Run 1, track usage over the die:
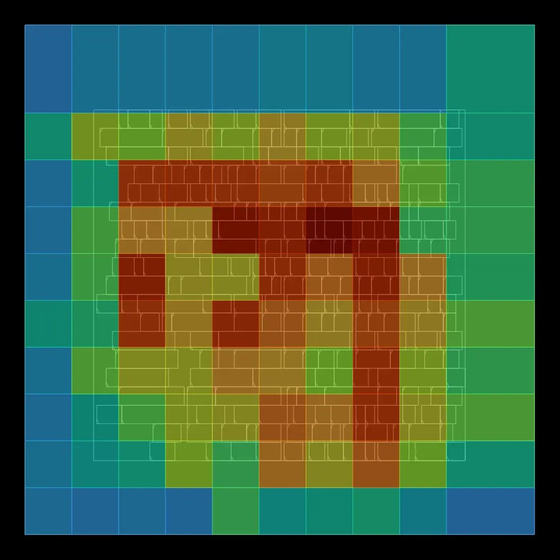
Run 1, wiring by layer:
Only two layers are drawn.
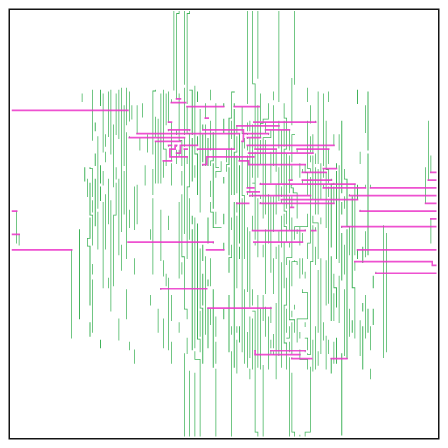
Run 1, register map, names as in the netlist:
Bar = 20 microns. Other sequential cells in the stronger gray, the rest of the logic in the fainter gray.
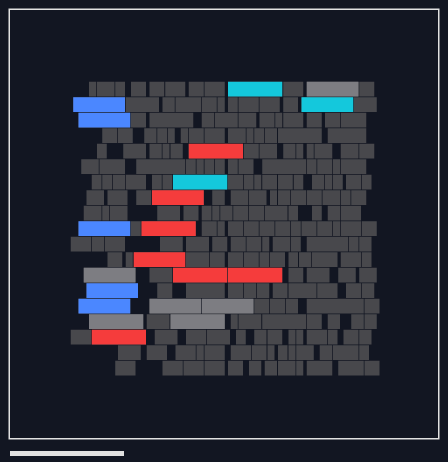
[config.mk]
export PLATFORM = sky130hd
export DESIGN_NAME = multicycle_control_unit
export DESIGN_NICKNAME = d
export VERILOG_FILES = /design/src/rtl/rv32i_ctrl_pkg.sv /design/src/rtl/rv32i_alu_decoder.sv /design/src/rtl/multicycle_control_unit.sv
export SDC_FILE = /design/constraint.sdc
export NUM_CORES = 1
export LEC_CHECK = 0
export ABC_CLOCK_PERIOD_IN_PS = 2250
export CORE_MARGIN = 10
export CORE_UTILIZATION = 50
export CTS_CLUSTER_DIAMETER = 200
export DETAILED_ROUTE_END_ITERATION = 8
export GPL_TIMING_DRIVEN = 1
export PLACE_DENSITY = 0.78
export SLEW_MARGIN = 10
export SYNTH_ARGS = -nofsm -noshare
export SYNTH_HDL_FRONTEND = slang
export SYNTH_HIERARCHICAL = 1
export SYNTH_SLANG_ARGS = --single-unit
[constraint.sdc]
create_clock -name clk -period 2.25 [get_ports clk]
set_input_delay 0.3375 -clock clk [delete_from_list [all_inputs] [get_ports clk]]
set_output_delay 0.3375 -clock clk [all_outputs]
set_load 0.005 [all_outputs]
[src/rtl/rv32i_ctrl_pkg.sv]
// Encodings shared by the multi-cycle control unit, the datapath and the ALU.
// Opcodes, FSM states, and the select/operation fields the control unit drives.
package rv32i_ctrl_pkg;

   localparam int unsigned OPCODE_W  = 7;
   localparam int unsigned FUN3_W    = 3;
   localparam int unsigned ALU_W     = 4;
   localparam int unsigned IMM_SEL_W = 3;
   localparam int unsigned WB_SEL_W  = 2;

   localparam logic [OPCODE_W-1:0] OP_LOAD   = 7'b0000011;
   localparam logic [OPCODE_W-1:0] OP_IMM    = 7'b0010011;
   localparam logic [OPCODE_W-1:0] OP_AUIPC  = 7'b0010111;
   localparam logic [OPCODE_W-1:0] OP_STORE  = 7'b0100011;
   localparam logic [OPCODE_W-1:0] OP_REG    = 7'b0110011;
   localparam logic [OPCODE_W-1:0] OP_LUI    = 7'b0110111;
   localparam logic [OPCODE_W-1:0] OP_BRANCH = 7'b1100011;
   localparam logic [OPCODE_W-1:0] OP_JALR   = 7'b1100111;
   localparam logic [OPCODE_W-1:0] OP_JAL    = 7'b1101111;

   typedef enum logic [2:0] {
      ST_FETCH, ST_DECODE, ST_EXEC, ST_MEM, ST_WB, ST_TRAP
   } state_t;

   typedef enum logic [IMM_SEL_W-1:0] {
      IMM_I = 3'd0, IMM_S = 3'd1, IMM_B = 3'd2, IMM_U = 3'd3, IMM_J = 3'd4
   } imm_sel_t;

   typedef enum logic [ALU_W-1:0] {
      ALU_ADD  = 4'd0, ALU_SUB = 4'd1, ALU_SLL = 4'd2, ALU_SLT = 4'd3,
      ALU_SLTU = 4'd4, ALU_XOR = 4'd5, ALU_SRL = 4'd6, ALU_SRA = 4'd7,
      ALU_OR   = 4'd8, ALU_AND = 4'd9, ALU_PASS_B = 4'd10
   } alu_op_t;

   typedef enum logic [WB_SEL_W-1:0] {
      WB_ALU = 2'd0, WB_MEM = 2'd1, WB_PC4 = 2'd2
   } wb_sel_t;

   // fun7 only distinguishes SUB on register ops; SRA/SRL split applies to both forms.
   function automatic alu_op_t alu_from_fun3(input logic [FUN3_W-1:0] fun3,
                                             input logic fun7,
                                             input logic is_reg);
      alu_op_t op;
      case (fun3)
         3'b000: if (is_reg && fun7) op = ALU_SUB; else op = ALU_ADD;
         3'b001: op = ALU_SLL;
         3'b010: op = ALU_SLT;
         3'b011: op = ALU_SLTU;
         3'b100: op = ALU_XOR;
         3'b101: if (fun7) op = ALU_SRA; else op = ALU_SRL;
         3'b110: op = ALU_OR;
         default: op = ALU_AND;
      endcase
      return op;
   endfunction

endpackage

[src/rtl/rv32i_alu_decoder.sv]
// Combinational decode of latched instruction fields into ALU op, immediate
// format and operand selects; also flags opcodes the core does not implement.
module rv32i_alu_decoder
   import rv32i_ctrl_pkg::*;
(
   input  logic [OPCODE_W-1:0]  opcode,
   input  logic [FUN3_W-1:0]    fun3,
   input  logic                 fun7,
   output logic [ALU_W-1:0]     alu_control,
   output logic [IMM_SEL_W-1:0] imm_sel,
   output logic                 operand_a,
   output logic                 operand_b,
   output logic                 legal
);

   always_comb begin
      alu_control = ALU_ADD;
      imm_sel     = IMM_I;
      operand_a   = 1'b0;
      operand_b   = 1'b0;
      legal       = 1'b1;
      case (opcode)
         OP_REG:    alu_control = alu_from_fun3(fun3, fun7, 1'b1);
         OP_IMM: begin
            operand_b   = 1'b1;
            alu_control = alu_from_fun3(fun3, fun7, 1'b0);
         end
         OP_LOAD:   operand_b = 1'b1;
         OP_STORE: begin
            imm_sel   = IMM_S;
            operand_b = 1'b1;
         end
         OP_BRANCH: begin
            imm_sel   = IMM_B;
            operand_a = 1'b1;
            operand_b = 1'b1;
         end
         OP_LUI: begin
            imm_sel     = IMM_U;
            operand_b   = 1'b1;
            alu_control = ALU_PASS_B;
         end
         OP_AUIPC: begin
            imm_sel   = IMM_U;
            operand_a = 1'b1;
            operand_b = 1'b1;
         end
         OP_JAL: begin
            imm_sel   = IMM_J;
            operand_a = 1'b1;
            operand_b = 1'b1;
         end
         OP_JALR:   operand_b = 1'b1;
         default:   legal = 1'b0;
      endcase
   end

endmodule

[src/rtl/multicycle_control_unit.sv]
// Sequenced RV32I control: FETCH/DECODE/EXEC/MEM/WB FSM with imem/dmem
// handshakes, a wait-state timeout and a sticky trap for illegal opcodes.
module multicycle_control_unit
   import rv32i_ctrl_pkg::*;
#(
   parameter int unsigned TIMEOUT_CYCLES = 16
) (
   input  logic                 clk,
   input  logic                 rst,
   input  logic [OPCODE_W-1:0]  opcode,
   input  logic [FUN3_W-1:0]    fun3,
   input  logic                 fun7,
   input  logic                 br_taken,
   output logic                 imem_req,
   input  logic                 imem_ack,
   output logic                 dmem_req,
   output logic                 dmem_we,
   input  logic                 dmem_ack,
   output logic                 ir_write,
   output logic                 pc_write,
   output logic                 next_sel,
   output logic                 reg_write,
   output logic [IMM_SEL_W-1:0] imm_sel,
   output logic                 operand_a,
   output logic                 operand_b,
   output logic [WB_SEL_W-1:0]  mem_to_reg,
   output logic [ALU_W-1:0]     alu_control,
   output logic                 illegal,
   output logic                 fault
);

   localparam int unsigned TIMEOUT_W = $clog2(TIMEOUT_CYCLES + 1);
   localparam logic [TIMEOUT_W-1:0] WAIT_LAST = TIMEOUT_W'(TIMEOUT_CYCLES - 1);

   state_t                state_q, state_d;
   logic [OPCODE_W-1:0]   op_q, op_d;
   logic [FUN3_W-1:0]     f3_q, f3_d;
   logic                  f7_q, f7_d;
   logic [TIMEOUT_W-1:0]  cnt_q, cnt_d;
   logic                  illegal_q, illegal_d, fault_q, fault_d;

   logic [ALU_W-1:0]      dec_alu;
   logic [IMM_SEL_W-1:0]  dec_imm;
   logic                  dec_a, dec_b, dec_legal;
   logic                  is_load, is_store, is_branch, is_jump;

   rv32i_alu_decoder u_alu_decoder (
      .opcode      (op_q),
      .fun3        (f3_q),
      .fun7        (f7_q),
      .alu_control (dec_alu),
      .imm_sel     (dec_imm),
      .operand_a   (dec_a),
      .operand_b   (dec_b),
      .legal       (dec_legal)
   );

   assign is_load   = (op_q == OP_LOAD);
   assign is_store  = (op_q == OP_STORE);
   assign is_branch = (op_q == OP_BRANCH);
   assign is_jump   = (op_q == OP_JAL) || (op_q == OP_JALR);

   always_ff @(posedge clk or posedge rst) begin
      if (rst) begin
         state_q   <= ST_FETCH;
         op_q      <= '0;
         f3_q      <= '0;
         f7_q      <= 1'b0;
         cnt_q     <= '0;
         illegal_q <= 1'b0;
         fault_q   <= 1'b0;
      end else begin
         state_q   <= state_d;
         op_q      <= op_d;
         f3_q      <= f3_d;
         f7_q      <= f7_d;
         cnt_q     <= cnt_d;
         illegal_q <= illegal_d;
         fault_q   <= fault_d;
      end
   end

   // Next state; the wait counter restarts whenever FETCH or MEM is entered.
   always_comb begin
      state_d   = state_q;
      op_d      = op_q;
      f3_d      = f3_q;
      f7_d      = f7_q;
      cnt_d     = cnt_q;
      illegal_d = illegal_q;
      fault_d   = fault_q;
      case (state_q)
         ST_FETCH: begin
            if (imem_ack) begin
               op_d    = opcode;
               f3_d    = fun3;
               f7_d    = fun7;
               state_d = ST_DECODE;
            end else if (cnt_q == WAIT_LAST) begin
               fault_d = 1'b1;
               state_d = ST_TRAP;
            end else begin
               cnt_d = cnt_q + TIMEOUT_W'(1);
            end
         end
         ST_DECODE: begin
            if (dec_legal) begin
               state_d = ST_EXEC;
            end else begin
               illegal_d = 1'b1;
               state_d   = ST_TRAP;
            end
         end
         ST_EXEC: begin
            cnt_d = '0;
            if (is_branch)                state_d = ST_FETCH;
            else if (is_load || is_store) state_d = ST_MEM;
            else                          state_d = ST_WB;
         end
         ST_MEM: begin
            if (dmem_ack) begin
               cnt_d   = '0;
               state_d = is_store ? ST_FETCH : ST_WB;
            end else if (cnt_q == WAIT_LAST) begin
               fault_d = 1'b1;
               state_d = ST_TRAP;
            end else begin
               cnt_d = cnt_q + TIMEOUT_W'(1);
            end
         end
         ST_WB: begin
            cnt_d   = '0;
            state_d = ST_FETCH;
         end
         default: state_d = ST_TRAP;
      endcase
   end

   // Per-state control; rst gates FETCH so nothing is requested while held in reset.
   always_comb begin
      imem_req    = 1'b0;
      dmem_req    = 1'b0;
      dmem_we     = 1'b0;
      ir_write    = 1'b0;
      pc_write    = 1'b0;
      next_sel    = 1'b0;
      reg_write   = 1'b0;
      imm_sel     = '0;
      operand_a   = 1'b0;
      operand_b   = 1'b0;
      mem_to_reg  = WB_ALU;
      alu_control = '0;
      if (state_q == ST_EXEC || state_q == ST_MEM || state_q == ST_WB) begin
         imm_sel     = dec_imm;
         operand_a   = dec_a;
         operand_b   = dec_b;
         alu_control = dec_alu;
      end
      case (state_q)
         ST_FETCH: begin
            imem_req = !rst;
            ir_write = !rst && imem_ack;
         end
         ST_EXEC: begin
            if (is_branch) begin
               pc_write = 1'b1;
               next_sel = br_taken;
            end
         end
         ST_MEM: begin
            dmem_req = 1'b1;
            dmem_we  = is_store;
            pc_write = is_store && dmem_ack;
         end
         ST_WB: begin
            reg_write = 1'b1;
            pc_write  = 1'b1;
            next_sel  = is_jump;
            if (is_load)      mem_to_reg = WB_MEM;
            else if (is_jump) mem_to_reg = WB_PC4;
         end
         default: ;
      endcase
   end

   assign illegal = illegal_q;
   assign fault   = fault_q;

endmodule

==> results_dict.tcl, run 1 <==
# flow metrics
set metrics [dict create \
    dr.pass1.iters 7 \
    worstRegToRegCells 10 \
    startpoint "op_q[4]$_DFFE_PP0P_" \
    cts_tree "built" \
    buf_share_pct 29.59 \
    ys_chip_area_sq_mm 0.001516 \
    place_ws_ns -0.01109 \
    setup_viol 0 \
    cts_made_buffers 3 \
    cp_max_fo 3 \
    ctsResizeCount 30 \
    io_buffers 35 \
    p_comb_mw 0.152 \
    powerDensity_mw_per_mm2 318.3 \
    synthDistinctLibCells 51 \
    grt_pass1_vias 1538 \
    reg2reg_to "state_q[2]$_DFF_PP0_" \
    diodes 0 \
    worstSetupEndpoint "dmem_we" \
    critPathSlowestCell "dfrtp_2" \
    power_mw 0.7523 \
    simple_gate_share_pct 32.26 \
    ys_ff 21 \
    critical_path.cell_chain "buf_4 -> nand3b_1 -> nor4_4 -> buf_4 -> and3_1 -> dlygate4sd2_1" \
    first_iter_violations 153 \
    final_cells 276 \
    clock-root-buffer "clkbuf_4" \
    coreArea_sq_mm 0.002829 \
    clock_buffers 3 \
    mux_area_share_pct 9.488 \
    via_per_inst 6.239 \
    comb_power_share_pct 20.3 \
    path_class "reg -> out" \
    htreeDepth 1 \
    tns_ns 0 \
    place_area_sq_mm 0.001958 \
    worstSkewPairLatency_ns 0.32 \
    crit_path_start_kind "flop" \
    dp_hpwl_microns 3348 \
    grt.overflow.total 0 \
    post-route-worst-setup-slack_ns 0.03840 \
    rows 19 \
    power.share.clock_pct 25.8 \
    hp-class "in -> async" \
    rr_startpoint "op_q[3]$_DFFE_PP0P_" \
    placed_cells 239 \
    period_needed_ns 2.212 \
    yosys-stat-cells 166 \
    non_clock_inverter_count 5 \
    initCoreUtil_pct 53.60 \
    required_ns 1.91 \
    p_sw_share_pct 28.09 \
    internal-power_mw 0.5410 \
    final_common_cell "buf_4" \
    power.leakage_nw 1.071 \
    fill_cells 158 \
    max_freq_mhz 452.2 \
    fa_ha_area_share_pct 0.8251 \
    syn_nets 183 \
    mostFrequentLayoutCells "41 x buf_4, 20 x clkdlybuf4s50_1, 13 x nand2_1" \
    grt_max_degree 22 \
    ff_count 21 \
    grt_pass1_wl_microns 7576 \
    critPathTopFamily "simple AND/OR/NAND/NOR gates" \
    route.detailed.drc 0 \
    io_pins 36 \
    min_period_over_period_pct 98.29 \
    area_dominant_class "multi-input combinational cells" \
    die_w_microns 75.07 \
    ant_nets 0 \
    fin_skew_ns 0.01046 \
    status "completed" \
]
About 'track usage over the die':
gr usage total: 17.14%
global-route layer with the greatest usage: met2
GR Util met2: 29.81%
Layout Utilization: 83.55%

About 'wiring by layer':
| layer | color | wire length |
|---|---|---|
| M3 | magenta | 453 microns |
| M2 | green | 2720 microns |
drt wl/cell: 19.90 microns
total number of vias: 1722

About 'register map, names as in the netlist':
| netlist name | color | flops |
|---|---|---|
| state_q | cyan | 3 |
| op_q | red | 7 |
| cnt_q | blue | 5 |
register area: 536.8 sq um
sequential power: 0.406 mW
Seq area share: 22.71%

-- run 1: state kept, by name, indices dropped and copies added (netlist names) --
| signal | flops |
|---|---|
| f3_q | 3 |
| op_q | 7 |
| f7_q | 1 |
| fault | 1 |
| illegal | 1 |
| cnt_q | 5 |
| state_q | 3 |
-- run 1: worst reg2reg max path, stage by stage (launching register included) --
cell and delay, ns:
dfrtp_2 0.44, buf_4 0.15, buf_4 0.14, nor3b_4 0.20, buf_4 0.15, a21oi_1 0.04
a21oi_1 0.30, a21oi_1 0.16, nor2_1 0.12, nor2_1 0.05, a22o_1 0.22
-- run 1: synth_stat cells (all sizes together), types with 2 or more instances --
library cell | number | area [sq um]
nor2b | 13 | 81.33
nand4 | 2 | 12.51
a2111oi | 2 | 23.77
buf | 5 | 41.29
nand4b | 2 | 17.52
nor3b | 4 | 46.29
nand2 | 13 | 48.80
and2 | 3 | 18.77
and3b | 2 | 17.52
mux2 | 11 | 123.9
nand3b | 4 | 30.03
a21o | 2 | 15.01
o21ai | 13 | 76.33
and3 | 3 | 18.77
nand2b | 5 | 33.78
nand3 | 5 | 25.02
nor2 | 12 | 47.55
mux2i | 2 | 20.02
dfrtp | 21 | 525.5
a21oi | 12 | 63.81
a41oi | 3 | 26.28
inv | 5 | 18.77
nor4 | 4 | 31.28
-- run 1: metal layers --
| layer | part of all wire, % | routed length [microns] | global-route usage [%] |
|---|---|---|---|
| met1 | 40 | 2180 | 20.80 |
| met2 | 50 | 2719 | 29.81 |
| met3 | 8.2 | 452 | 3.548 |
| met4 | 2.5 | 139 | 4.832 |
| met5 | 0 | 0 | 0 |
==> run 2, diff against run 1 <==
- SLEW_MARGIN: 10 -> 20
Run 2, I/O nets highlighted:
Bar = 20 microns.
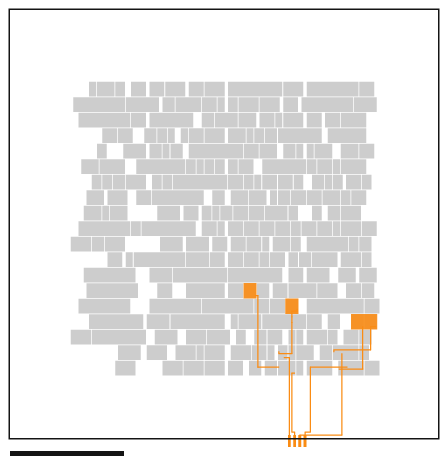
| port | color | bits | direction | end cells | wire |
|---|---|---|---|---|---|
| alu_control | orange | 4 | output | 4 | 119 microns |
number of I/O pins: 36
# port buffers: 35

Run 2, met1 routing:
Bar = 20 microns. Supply wires on this layer in gray.
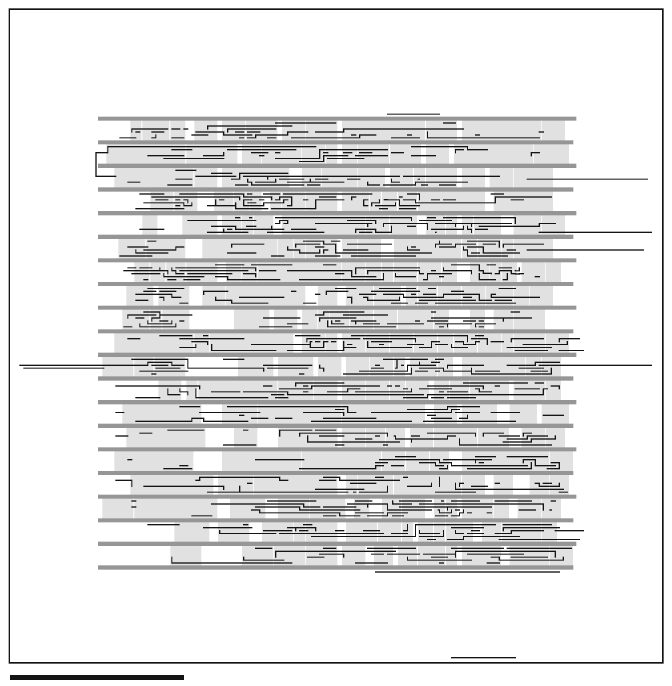
main direction: horizontal
longest straight run: 23.9 microns
nets with wire on the layer: 239
wire length on this layer: 2180 microns
share of all routed wire: 40%
routed wire length: 5492 microns
met1 Track Usage GR: 20.80%

==> run 2 against run 1 <==
Synthesized area did not move. Worst hold slack did not move. Sequential power barely moved. Setup slack did not move. Cell area did not move. Register-to-register slack barely moved. Fmax did not move.
==> results_dict.tcl, run 2 <==
# flow metrics
set metrics [dict create \
    avgRoutedWirePerCell_microns 19.90 \
    period_needed_ns 2.212 \
    rsz0062_at_grt "true" \
    powerDensity_mw_per_mm2 318.3 \
    hp-class "in -> async" \
    coreArea_sq_mm 0.002829 \
    synth.area.top_cells "dfrtp_1 35%, mux2_2 8.2%, nor2b_1 5.4%" \
    cts_made_buffers 3 \
    initCoreUtil_pct 53.60 \
    power.leakage_nw 1.071 \
    yosys-top-cells-count "21 x dfrtp_1, 13 x nand2_1, 13 x nor2b_1" \
    first_iter_violations 153 \
    clock-root-buffer "clkbuf_4" \
    synthDistinctLibCells 51 \
    post-route-worst-setup-slack_ns 0.03840 \
    placed_cells 239 \
    status "completed" \
    dp_hpwl_microns 3348 \
    crit_path_start_kind "flop" \
    vias 1722 \
    top_cell "dfrtp_1" \
    stdcell_area_sq_mm 0.002364 \
    top_regs "op_q x7, cnt_q x5" \
    synth_area_sq_mm 0.001516 \
    dieArea_sq_mm 0.005636 \
    syn_nets 183 \
    die_w_microns 75.07 \
    min_period_over_period_pct 98.29 \
    route.met3.wl_microns 452 \
    yosys.area.top_type "dfrtp_1" \
    htreeDepth 1 \
    critPathTopFamily "simple AND/OR/NAND/NOR gates" \
    via_per_inst 6.239 \
    grt_use_met3_pct 3.548 \
    area_growth_pct 55.86 \
    arrival_ns 1.87 \
    highest_layer "met4" \
    final_common_cell "buf_4" \
    cp_max_fo 3 \
    diodes 0 \
    top_area_share_pct 34.65 \
    grt_pass1_wl_microns 7576 \
    place_ws_ns -0.01109 \
    final_cells 276 \
    grt_max_degree 22 \
    mostFrequentLayoutCells "41 x buf_4, 20 x clkdlybuf4s50_1, 13 x nand2_1" \
    path_class "reg -> out" \
    cts_tree "built" \
    antenna_found_initial 0 \
    gp_congestion 0.9376 \
    synth-main-ff-cell "dfrtp_1" \
    critical_path.cell_chain "buf_4 -> nand3b_1 -> nor4_4 -> buf_4 -> and3_1 -> dlygate4sd2_1" \
    setup_viol 0 \
    synth_warnings 6 \
    end_kind "output pin" \
    grt_most_used_layer "met2" \
    met2_usage_pct 29.81 \
    ys_chip_area_sq_mm 0.001516 \
    power_mw 0.7523 \
    routed-wl-met2_microns 2719 \
    grt_usage_pct 17.14 \
    max_freq_mhz 452.2 \
    grt.overflow.total 0 \
    ctsResizeCount 30 \
    fin_skew_ns 0.01046 \
    required_ns 1.91 \
    edf_count 0 \
    fin_nets 263 \
    largest_register "op_q" \
    cts_hold_buffers 0 \
    route.detailed.drc 0 \
    peakVddDrop_mv 0.4105 \
    yosys-stat-cells 166 \
    relSlewSlack_pct 70.80 \
    postSynthSeqShare_pct 34.65 \
    met1_length_microns 2180 \
    critPathSlowestCell "dfrtp_2" \
    grt_pass1_vias 1538 \
    drive_above_1_share_pct 38.78 \
    largest_reg_flops 7 \
    ant_nets 0 \
    worstSkewPairLatency_ns 0.32 \
    cts_max_path_buffers 2 \
    cts.clk_slew.worst_paths_ns 0.13 \
    rows 19 \
    dr.pass1.iters 7 \
    ys_ff 21 \
    place_area_sq_mm 0.001958 \
    synthArstFlopShare_pct 100.0 \
]
==> run 2: cell counts in the layout (fill, tap and decap cells not counted) <==
No cell type changed its count.
==> run 2: kinds of logic (layout without fill, tap and decap cells) <==
logic type / after synthesis / after routing / synth area share (%)
buf+inv: 11 / 90 / 4.208
mux: 13 / 13 / 9.489
fa+ha+maj: 1 / 1 / 0.8250
simple gates: 78 / 78 / 32.26
compound gates: 42 / 42 / 18.57
flops: 21 / 21 / 34.65
==> run 2: area by class of cell <==
type	instances	area (sq um)
multi-input combinational	134	1040
clock inverter	1	7.507
inverter	5	18.77
fill	158	465.4
clock buffer	3	22.52
tap	31	38.79
timing repair buffer	81	699.4
sequential	21	536.8
==> run 2: worst paths after layout <==
check	depth (start not counted)	start	slack (ns)	to
max reg2reg	10	op_q[3]$_DFFE_PP0P_	0.20	state_q[2]$_DFF_PP0_
min in group clk	1	fault$_DFFE_PP0P_	0.48	fault$_DFFE_PP0P_
min	3	rst	0.46	cnt_q[1]$_DFFE_PP0P_
max	6	op_q[4]$_DFFE_PP0P_	0.04	dmem_we
max in group asynchronous	3	rst	1.55	f3_q[1]$_DFFE_PP0P_
min reg2reg	1	fault$_DFFE_PP0P_	0.48	fault$_DFFE_PP0P_
==> run 2: metrics by stage <==
stage / TNS [ns] / util, %
2_1_floorplan: 0 / -
3_3_place_gp: 0 / 69.22
3_5_place_dp: -0.01109 / 69.22
4_1_cts: -0.5191 / 76.03
5_1_grt: -0.2143 / 83.55
6_report: 0 / 83.55
==> run 2: power by group <==
group          internal, mW  switching [mW]
clock                0.0680           0.126
sequential            0.390          0.0165
combinational        0.0833          0.0692
total                 0.541           0.211
==> run 2: worst min-delay path, stage by stage <==
cell and delay, ns:
clkdlybuf4s50_1 0.47, inv_1 0.10, buf_4 0.28
No activity file was given, so power comes from the tool's default toggle rates.
